==> config.mk <==
export PLATFORM = sky130hd
export DESIGN_NAME = pipelined_control_unit_flat
export DESIGN_NICKNAME = d
export VERILOG_FILES = /design/src/rtl/pipelined_control_unit_if.sv /design/src/rtl/pipelined_control_unit.sv /design/src/flat_wrapper.sv
export SDC_FILE = /design/constraint.sdc
export NUM_CORES = 1
export LEC_CHECK = 0
export ABC_AREA = 1
export CAP_MARGIN = 25
export CORE_MARGIN = 2
export CORE_UTILIZATION = 42
export CTS_CLUSTER_SIZE = 20
export DETAILED_ROUTE_END_ITERATION = 12
export HOLD_SLACK_MARGIN = 0.12
export PLACE_DENSITY = 0.76
export SYNTH_ARGS = -nofsm -noshare
export SYNTH_HDL_FRONTEND = slang
export SYNTH_SLANG_ARGS = --single-unit
==> constraint.sdc <==
create_clock -name clk -period 1.4 [get_ports clk]
set_clock_uncertainty 0.15 [all_clocks]
set_input_delay 0.21 -clock clk [delete_from_list [all_inputs] [get_ports clk]]
set_output_delay 0.21 -clock clk [all_outputs]
set_load 0.05 [all_outputs]
Figure 1. Wires at chosen ports, followed through buffers (run 1).
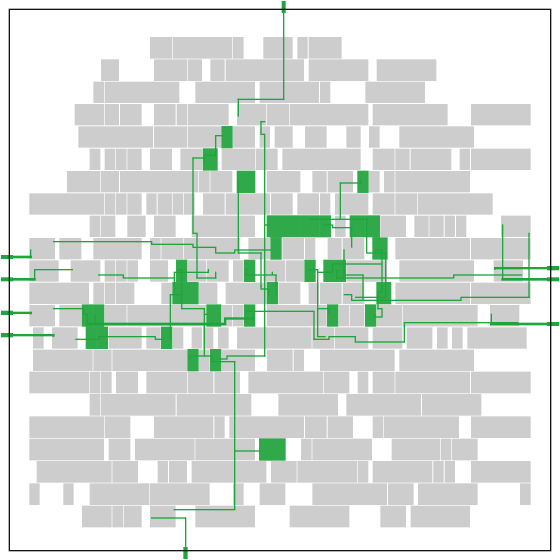
port	color	bits	direction	end cells	buffers	wire
bus_io_insn	green	9	input	31	15	471 µm
number of I/O port buffers: 42
IO Pins: 49

Figure 2. Clock wiring as the flow saved it (run 1).
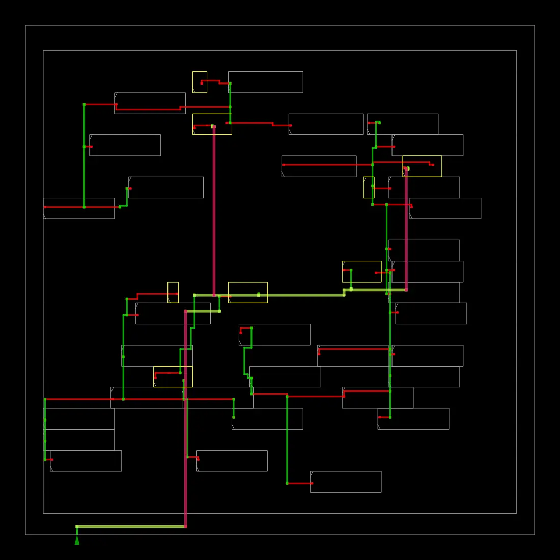
# clk buffers: 7
clk latency late pin: 0.28 ns

Figure 3. Logic cells by family (run 1).
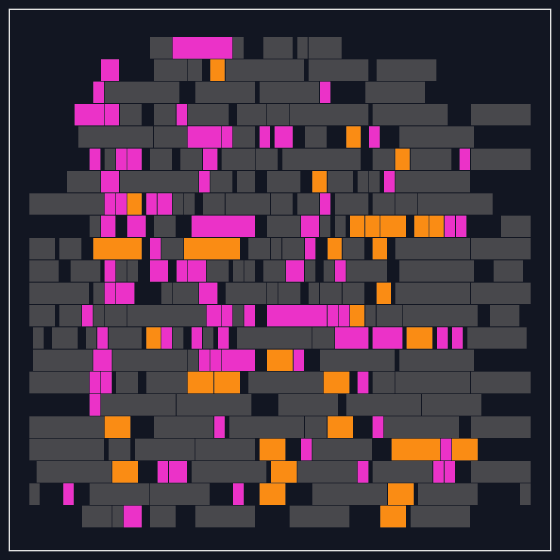
family	color	cells
inverting AOI/OAI gates	orange	32
NAND gates	magenta	78
Top cell excl fill/tap: nand2_1
Final Non-Filler Cells: 318
logic share of the area: 27.95%

==> impl_metrics.toml, run 1 <==
# generated from flow reports
[drt]
wl_per_cell_um = 14.82
dr.pass1.iters = 4
via_count = 1573
ant_nets = 0

[run]
tool_warnings = 29
drv_cap = 0

[placement]
hpwl_mm = 3.237
placedInstanceArea_um2 = 2594
place.detailed.instances = 303

[clock_network]
cts_tree = "done"
numCtsBuffers = 5
cts.clk_slew.worst_paths_ns = 0.06
ctsHoldBuffers = 0
cts_root_buf = "clkbuf_8"

[critical_path]
cp.required_ns = 1.04
cp_common_cell = "nand2_1"
worstRegToRegCells = 12
crit_type = "reg -> out"
cp_slowest_cell = "dfrtp_2"
endpoint_kind = "primary output"
cp-start-kind = "flip-flop"
cpPeakStageDelay_ns = 0.40

[sta]
rsz0062_at_grt = "yes"
final_hold_viol_count = 0
drv_slew = 0
setup_viol = 33
setup_slack_ns = -0.4578
period_used_pct = 132.7

[cells_and_area]
final_util_pct = 77.89
fillers = 222
drive_gt1_share_pct = 48.15
diodes = 0

[synthesis]
synth_flop_count = 32
postSynthSeqShare_pct = 49.92
yosysChipArea_um2 = 1604
syn_inst = 185
yosysTopAreaCell = "dfrtp_1"
ys_cells = 185

[grt]
antenna_found_initial = 0
grt_pass1_wl_mm = 7.527
groute.usage.overall_pct = 23.56
grt-ovfl-total = 0
grt_max_degree = 33

[power]
power.leakage_nw = 1.354
power_mw = 2.623
powerDensity_nw_per_um2 = 920.0
ir_drop_mv = 0.7355

[status]
violations = "negative setup slack"
status = "finished, violations left"

[floorplanning]
rows = 22
-- run 1: what timing repair did --
action,4_1_cts,5_1_grt
buffers inserted,6,2
gates resized,27,19
hold endpoints to repair,0,0
pin swaps,6,9
setup endpoints to repair,33,34
-- run 1: power breakdown --
group / internal [mW] / switching [mW]
clock network: 0.348 / 0.327
logic: 0.394 / 0.520
registers: 0.981 / 0.0523
-- run 1: critical path: cells and delay by family, from the launching register on --
kind                   cells  cell delay [ns]
AOI/OAI and AO/OA          1             0.18
DFF                        1             0.40
buffers and inverters      3             0.30
and+or+nand+nor            4             0.32
-- run 1: stage by stage --
step                      worst slack, ns  setup TNS [ns]  hold slack (ns)
final                             -0.4578          -9.287           0.2457
after global routing              -0.5057          -11.50           0.2488
after CTS                         -0.3828          -6.508           0.2383
after detailed placement          -0.6227          -17.39           0.3641
after global placement            -0.5125          -14.84           0.3498
after floorplan                   -0.4682          -9.652          -0.2356
-- run 1: area by class of cell --
cell class                      count  area [µm²]  share of cell area (%)
Timing Repair Buffer               81        1031                   36.16
Inverter                           18       75.07                   2.633
Multi-Input combinational cell    131       797.0                   27.95
Clock inverter                      1       5.005                  0.1755
Sequential cell                    32       807.0                   28.30
Tap cell                           48       60.06                   2.106
Clock buffer                        7       76.32                   2.677
-- run 1: Yosys cell counts --
| cell | count |
|---|---|
| nand3_2 | 2 |
| nor2_1 | 8 |
| nand3_1 | 6 |
| nand4_1 | 3 |
| xnor2_1 | 1 |
| inv_1 | 10 |
| a22o_1 | 2 |
| nand2_1 | 59 |
| inv_2 | 7 |
| a21boi_4 | 1 |
| conb_1 | 1 |
| clkbuf_1 | 3 |
| a32oi_1 | 1 |
| nor2_4 | 4 |
| o21ai_0 | 19 |
| nand2_2 | 4 |
| o21ai_1 | 3 |
| dfrtp_1 | 32 |
| nand2_4 | 3 |
| inv_6 | 1 |
| buf_4 | 6 |
| nand4_2 | 1 |
| o21ai_2 | 8 |
-- run 1: layer usage --
| layer | GRT usage, % | part of all wire (%) | vias up |
|---|---|---|---|
| li1 | - | - | 751 |
| met3 | 5.451 | 4.3 | 8 |
| met1 | 31.56 | 42 | 768 |
| met5 | 0 | 0 | - |
| met2 | 37.75 | 52 | 46 |
| met4 | 7.552 | 1.8 | 0 |
-- run 1: layout by cell type, fill, tap and decap left out, types with 5 or more instances in the layout --
cell type	instances
dfrtp_2	5
buf_12	30
buf_4	34
o21ai_0	8
nor2_1	7
clkdlybuf4s50_1	8
dfrtp_1	27
nand2_1	51
conb_1	6
o21ai_1	6
clkbuf_8	5
nand2_2	10
nand3_1	6
inv_1	9
inv_2	8
o21ai_2	15
-- run 1: logic make-up (layout without fill, tap and decap cells) --
logic type      Yosys count  after routing  synth area share (%)
other cells               1              6                0.2338
compound gates           34             34                 14.04
flops                    32             32                 49.92
buf+inv                  27            107                 8.035
simple gates             90             90                 27.22
xor+xnor                  1              1                0.5461
## Run 2: what changed since run 1
--- a/config.mk
+++ b/config.mk
@@ -13,6 +13,7 @@
 export DETAILED_ROUTE_END_ITERATION = 12
 export HOLD_SLACK_MARGIN = 0.12
 export PLACE_DENSITY = 0.76
+export SLEW_MARGIN = 30
 export SYNTH_ARGS = -nofsm -noshare
 export SYNTH_HDL_FRONTEND = slang
 export SYNTH_SLANG_ARGS = --single-unit
Figure 4. Clock wires, drivers and flops (run 2).
Scale bar: 20 µm.
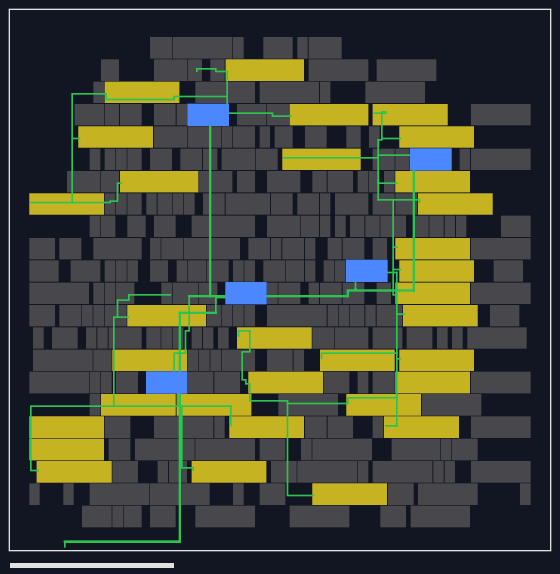
[cells driving clock nets] blue | count: 5
[clock wires] green | length: 410 µm
[flip-flops] yellow | count: 32
flops lie	all over the die
routed clock nets	6
clock group power: 0.675 mW
Clk pwr share: 25.7%

==> impl_metrics.toml, run 2 <==
# generated from flow reports
[critical_path]
cp_common_cell = "nand2_1"
crit_type = "reg -> out"
cp.required_ns = 1.04
endpoint_kind = "primary output"
cpPeakStageDelay_ns = 0.40

[power]
ir_drop_mv = 0.7355
power_frac_comb_pct = 34.9
p_sw_share_pct = 34.30
p_switching_mw = 0.8999

[synthesis]
synth_flop_count = 32
ys_cells = 185
ys_sh_aoi_pct = 14.04
async_flop_share_pct = 100.0
syn_inst = 185
edf_count = 0
yosysTopAreaCell = "dfrtp_1"
synth-main-ff-cell = "dfrtp_1"
ys_sh_adder_pct = 0
synthTopLogicFamily = "simple AND/OR/NAND/NOR gates"
xor_area_share_pct = 0.5460
top_cell = "nand2_1"

[clock_network]
cts_root_buf = "clkbuf_8"
cts.clk_slew.worst_paths_ns = 0.06
numCtsBuffers = 5
cts_tree = "done"
clock_latency_ns = 0.28

[placement]
hpwl_mm = 3.237
numPortBuffers = 42
placedInstanceArea_um2 = 2594

[drt]
ant_nets = 0
via_count = 1573
wl_per_cell_um = 14.82
dr.pass1.iters = 4

[run]
drv_cap = 0
tool_warnings = 29

[sta]
tns_ns = -9.287
rsz0062_at_grt = "yes"
setup_viol = 33
final_hold_viol_count = 0
drv_slew = 0
setup_slack_ns = -0.4578

[grt]
use_met3_pct = 5.451
gr-max-usage-layer = "met2"
grt_use_met2_pct = 37.75
groute.usage.overall_pct = 23.56
grt_pass1_wl_mm = 7.527
antenna_found_initial = 0
grtUsageMet1_pct = 31.56
grt_max_degree = 33

[status]
violations = "negative setup slack"
status = "finished, violations left"

[cells_and_area]
lay_top_count = "nand2_1"
drive_gt1_share_pct = 48.15
fillers = 222
## run 2: cell counts after synthesis
Identical to the previous run, type by type.
## run 2: cell type report
type | count | area [µm²] | area share (%)
inverters | 18 | 75.07 | 2.633
clock buffers | 7 | 76.32 | 2.677
clock inverters | 1 | 5.005 | 0.1755
repair buffers | 81 | 1031 | 36.16
multi-input cells | 131 | 797.0 | 27.95
flip-flops and latches | 32 | 807.0 | 28.30
well taps | 48 | 60.06 | 2.106
## run 2: cells by family after synthesis
family,after synthesis
AND-OR/OR-AND,34
buffers and inverters,27
flip-flops,32
XOR/XNOR,1
other,1
AND/OR/NAND/NOR,90
## run 2: power groups by stage
stage	sequential, mW	combinational (mW)	clock [mW]
floorplan	1.16	0.305	0
global placement	1.05	0.786	0
detailed placement	1.05	0.805	0
CTS	1.03	0.855	0.696
global route	1.04	0.971	0.722
finish	1.03	0.915	0.675
## run 2: layer usage
layer | wire (µm) | vias up
li1 | - | 751
met1 | 1975 | 768
met2 | 2448 | 46
met3 | 201 | 8
met4 | 87 | 0
met5 | 0 | -
## run 2: through the flow
stage               hold slack (ns)  instances  util, %  power, mW  setup slack, ns
finish                       0.2457        318    77.89      2.623          -0.4578
global route                 0.2488        318    77.89      2.732          -0.5057
CTS                          0.2383        317    76.14      2.583          -0.3828
detailed placement           0.3641        303    70.85      1.854          -0.6227
global placement             0.3498        303    70.85      1.832          -0.5125
floorplan                   -0.2356        190        -      1.464          -0.4682
## run 2: worst max-delay path: cells and delay by family, from the launching register on
| kind | cells | cell delay, ns |
|---|---|---|
| AOI/OAI and AO/OA | 1 | 0.18 |
| and+or+nand+nor | 4 | 0.32 |
| DFF | 1 | 0.40 |
| buffers and inverters | 3 | 0.30 |
## run 2: timing repair
item / CTS / global route
pin swaps: 6 / 9
setup endpoints to repair: 33 / 34
hold buffers: 0 / 0
setup buffers: 6 / 2
resized: 27 / 19
Power is estimated from default activity; no workload was simulated.
